--- src/rtl/debounce_gpio_chan.sv ---
`default_nettype none
// ============================================================================
//  Module      : debounce_gpio_chan
//  Description : One GPIO channel. Two-flop synchroniser, optional inversion,
//                N-sample history filter, rise/fall event pulses and a
//                long-press pulse timed in shared sample ticks.
//  Revision    : 1.0 - initial release
// ============================================================================
module debounce_gpio_chan #(
   parameter int   N                = 4,
   parameter int   LONG_PRESS_TICKS = 1000,
   parameter logic INVERT_BIT       = 1'b0,
   parameter logic INIT_BIT         = 1'b0
) (
   input  logic clk,
   input  logic rst_n,
   input  logic tick,
   input  logic din,
   output logic level,
   output logic rise,
   output logic fall,
   output logic long_press
);

   localparam int              CNT_W   = $clog2(LONG_PRESS_TICKS + 1);
   localparam logic [CNT_W-1:0] LP_MAX = CNT_W'(LONG_PRESS_TICKS);
   localparam logic [CNT_W-1:0] LP_PRE = CNT_W'(LONG_PRESS_TICKS - 1);
   // Synchroniser reset value chosen so that the post-inversion sample
   // starts equal to the initial level.
   localparam logic             SYNC_INIT = INIT_BIT ^ INVERT_BIT;

   logic             sync_1;
   logic             sync_2;
   logic             s;
   logic [N-1:0]     hist;
   logic [N-1:0]     hist_next;
   logic             level_next;
   logic             level_d;
   logic [CNT_W-1:0] hold_cnt;

   // Two-flop synchroniser for the asynchronous pin
   always_ff @(posedge clk or negedge rst_n) begin
      if (!rst_n) begin
         sync_1 <= SYNC_INIT;
         sync_2 <= SYNC_INIT;
      end else begin
         sync_1 <= din;
         sync_2 <= sync_1;
      end
   end

   assign s = sync_2 ^ INVERT_BIT;

   generate
      if (N == 1) begin : g_hist_single
         assign hist_next = s;
      end else begin : g_hist_shift
         assign hist_next = {hist[N-2:0], s};
      end
   endgenerate

   // Next debounced level: unanimous history changes it, mixed history holds
   always_comb begin
      level_next = level;
      if (tick) begin
         if (&hist_next) begin
            level_next = 1'b1;
         end else if (~|hist_next) begin
            level_next = 1'b0;
         end
      end
   end

   // Sample history and debounced level, both advanced on the shared tick
   always_ff @(posedge clk or negedge rst_n) begin
      if (!rst_n) begin
         hist  <= {N{INIT_BIT}};
         level <= INIT_BIT;
      end else begin
         if (tick) begin
            hist <= hist_next;
         end
         level <= level_next;
      end
   end

   // Edge detection against a one-cycle-delayed copy of the level
   always_ff @(posedge clk or negedge rst_n) begin
      if (!rst_n) begin
         level_d <= INIT_BIT;
         rise    <= 1'b0;
         fall    <= 1'b0;
      end else begin
         level_d <= level;
         rise    <= level & ~level_d;
         fall    <= ~level & level_d;
      end
   end

   // Long-press timer: counts ticks while the level stays high; a falling
   // level on the same tick clears it before any pulse can be issued.
   always_ff @(posedge clk or negedge rst_n) begin
      if (!rst_n) begin
         hold_cnt   <= '0;
         long_press <= 1'b0;
      end else begin
         long_press <= 1'b0;
         if (!level_next) begin
            hold_cnt <= '0;
         end else if (tick && level && (hold_cnt != LP_MAX)) begin
            hold_cnt <= hold_cnt + CNT_W'(1);
            if (hold_cnt == LP_PRE) begin
               long_press <= 1'b1;
            end
         end
      end
   end

endmodule
`default_nettype wire

--- src/rtl/debounce_gpio_event.sv ---
`default_nettype none
// ============================================================================
//  Module      : debounce_gpio_event
//  Description : WIDTH-channel GPIO debouncer. Shared sample-rate prescaler
//                plus one debounce_gpio_chan per input channel.
//  Revision    : 1.0 - initial release
// ============================================================================
module debounce_gpio_event #(
   parameter int               WIDTH            = 9,
   parameter int               N                = 4,
   parameter int               RATE             = 250000,
   parameter int               LONG_PRESS_TICKS = 1000,
   parameter logic [WIDTH-1:0] INVERT           = {WIDTH{1'b0}},
   parameter logic [WIDTH-1:0] INIT_VALUE       = {WIDTH{1'b0}}
) (
   input  logic             clk,
   input  logic             rst_n,
   input  logic [WIDTH-1:0] in,
   output logic [WIDTH-1:0] out,
   output logic [WIDTH-1:0] rise,
   output logic [WIDTH-1:0] fall,
   output logic [WIDTH-1:0] long_press,
   output logic             sample_tick
);

   localparam int              PRE_W    = (RATE > 1) ? $clog2(RATE) : 1;
   localparam logic [PRE_W-1:0] PRE_LAST = PRE_W'(RATE - 1);

   logic [PRE_W-1:0] pre_cnt;

   // Prescaler: wraps every RATE cycles; tick is registered off the last count
   always_ff @(posedge clk or negedge rst_n) begin
      if (!rst_n) begin
         pre_cnt     <= '0;
         sample_tick <= 1'b0;
      end else begin
         sample_tick <= (pre_cnt == PRE_LAST);
         if (pre_cnt == PRE_LAST) begin
            pre_cnt <= '0;
         end else begin
            pre_cnt <= pre_cnt + PRE_W'(1);
         end
      end
   end

   generate
      for (genvar i = 0; i < WIDTH; i++) begin : g_chan
         debounce_gpio_chan #(
            .N                (N),
            .LONG_PRESS_TICKS (LONG_PRESS_TICKS),
            .INVERT_BIT       (INVERT[i]),
            .INIT_BIT         (INIT_VALUE[i])
         ) u_chan (
            .clk        (clk),
            .rst_n      (rst_n),
            .tick       (sample_tick),
            .din        (in[i]),
            .level      (out[i]),
            .rise       (rise[i]),
            .fall       (fall[i]),
            .long_press (long_press[i])
         );
      end
   endgenerate

endmodule
`default_nettype wire

--- config.mk ---
export PLATFORM = sky130hd
export DESIGN_NAME = debounce_gpio_event
export DESIGN_NICKNAME = d
export VERILOG_FILES = /design/src/rtl/debounce_gpio_chan.sv /design/src/rtl/debounce_gpio_event.sv
export SDC_FILE = /design/constraint.sdc
export NUM_CORES = 1
export LEC_CHECK = 0
export CAP_MARGIN = 20
export CORE_AREA = 2 2 132 134
export CTS_CLUSTER_DIAMETER = 80
export DETAILED_ROUTE_END_ITERATION = 16
export DIE_AREA = 0 0 134 136
export PLACE_DENSITY = 0.75
export SLEW_MARGIN = 10
export SYNTH_ARGS = -nofsm -noshare
export SYNTH_HDL_FRONTEND = slang
export SYNTH_SLANG_ARGS = --single-unit
--- constraint.sdc ---
create_clock -name clk -period 1.8 [get_ports clk]
set_input_delay 0.18 -clock clk [delete_from_list [all_inputs] [get_ports clk]]
set_output_delay 0.18 -clock clk [all_outputs]
set_load 0.02 [all_outputs]
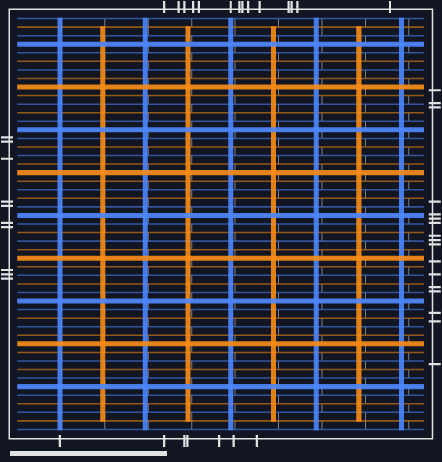
**Above:** PDN straps and rails.
Scale bar: 50 um. Pins as bars on the die edge. Tap cells in grey.
net	colour
VSS	blue
VDD	orange
rows	48
met5 straps	9
met1 rails	49
met4 straps	9
signal pins	48

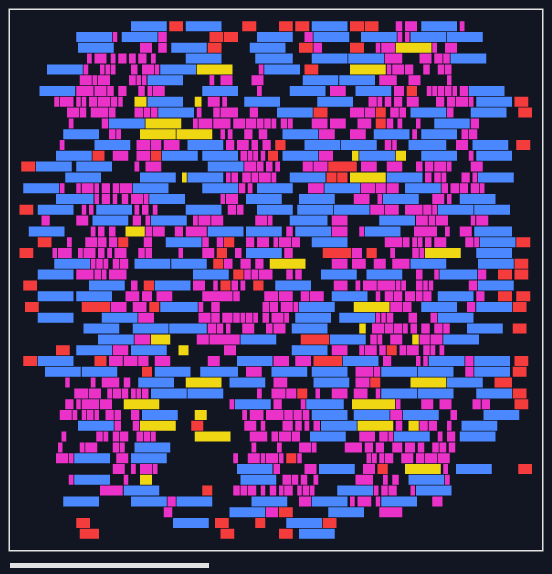
**Above:** placed cells, one colour a class.
Scale bar: 50 um.
class	colour	cells
all other logic	magenta	570
flops	blue	199
clock drivers and dummy loads	yellow	31
other buffers and delay cells	red	79

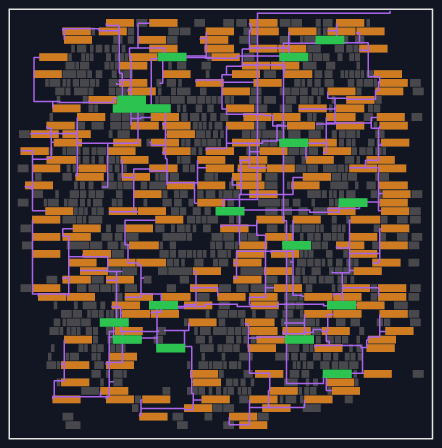
**Above:** clock network drawn from the DEF.
[cells driving clock nets] green | count: 17
[clock wires] purple | length: 2130 um
[flip-flops] orange | count: 199
flops lie	spread over the die
routed clock nets	18

==> run_results.csv <==
group,metric,value,unit
logic_synthesis,synth.cellmix.adderShare,2.65,%
placement,dp_hpwl,9860,um
placement,post-place-cells,1070,
logic_synthesis,post_synth.cell_area_avg,10.9,um2
detailed_routing,met3WireLength,427,um
power_and_ir_drop,pwr.group.combinational,124,uW
worst_setup_path,timing.critical_path.required,2.15,ns
worst_setup_path,crit_path_start_kind,"register",
min_path,hold-path-cell-count,1,
floorplanning,chipArea,0.0182,mm2
logic_synthesis,synthArstFlopShare,100,%
detailed_routing,routed_wl,14800,um
worst_setup_path,crit_slowest_cell,"sky130_fd_sc_hd__or4_1",
clocking,hold_buffers,1,
sta,highest_clock_frequency_the_design_can_meet,0.580,GHz
outcome,status,"finished clean",
logic_synthesis,logic_family,"simple AND/OR/NAND/NOR gates",
cells_and_area,area_growth_syn_to_layout,14.4,%
detailed_routing,num_vias,5896,
grt,use_met1,23.0,%
clocking,numCtsBuffers,17,
worst_setup_path,path_delay_family,"simple AND/OR/NAND/NOR gates",
power_and_ir_drop,cell_internal_pwr,6500,uW
grt,grt-ovfl-total,0,
power_and_ir_drop,pg_seq,4500,uW
logic_synthesis,ys.warnings.count,0,
worst_setup_path,cp_max_fo,4,
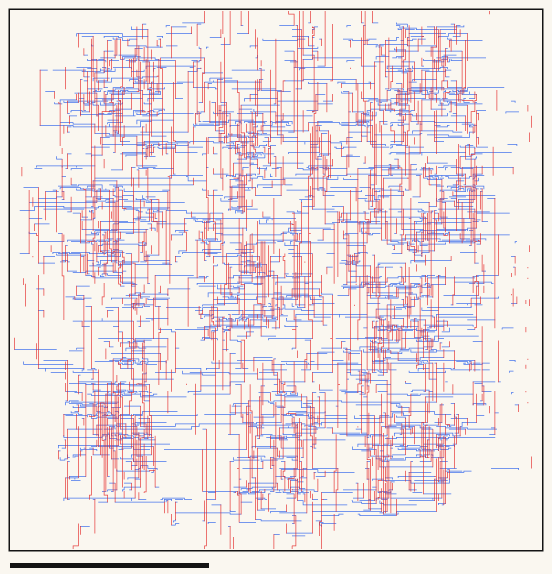
**Above:** routed metal, one colour a layer.
Scale bar: 50 um. Only two layers are drawn.
layer	colour	wire length
met2	red	7080 um
met1	blue	7120 um

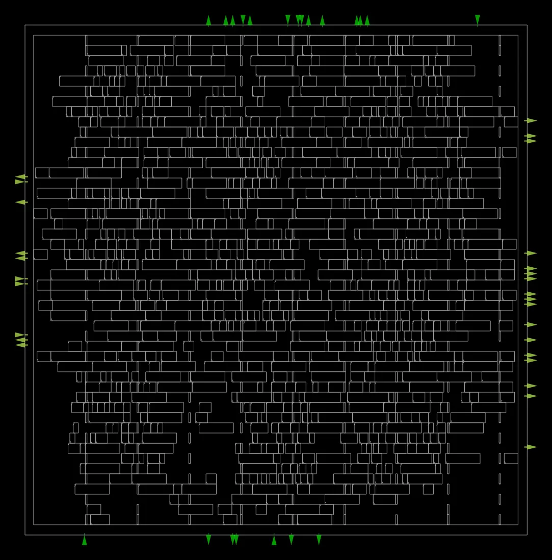
**Above:** cell placement.
post-route non-filler standard cell count: 1104
CORE AREA: 0.0169 mm2
number of placement rows: 48
sequential share of cell area: 48.6%

## registers in the layout (all words and copies together), names as in the netlist
name / flops
g_chan.u_chan.hist: 27
g_chan.u_chan.long_press: 9
sample_tick: 1
g_chan.u_chan.rise: 9
g_chan.u_chan.fall: 9
g_chan.u_chan.level: 9
g_chan.u_chan.sync_1: 9
pre_cnt: 18
g_chan.u_chan.level_d: 9
g_chan.u_chan.s: 9
g_chan.u_chan.hold_cnt: 90
## final cells by class
| class | count | area (um2) |
|---|---|---|
| fill | 1352 | 6600 |
| sequential | 199 | 4990 |
| multi-input combinational | 532 | 3530 |
| timing repair buffer | 79 | 778 |
| clock buffer | 20 | 457 |
| tap | 225 | 282 |
| inverter | 38 | 143 |
| clock inverter | 11 | 98.8 |
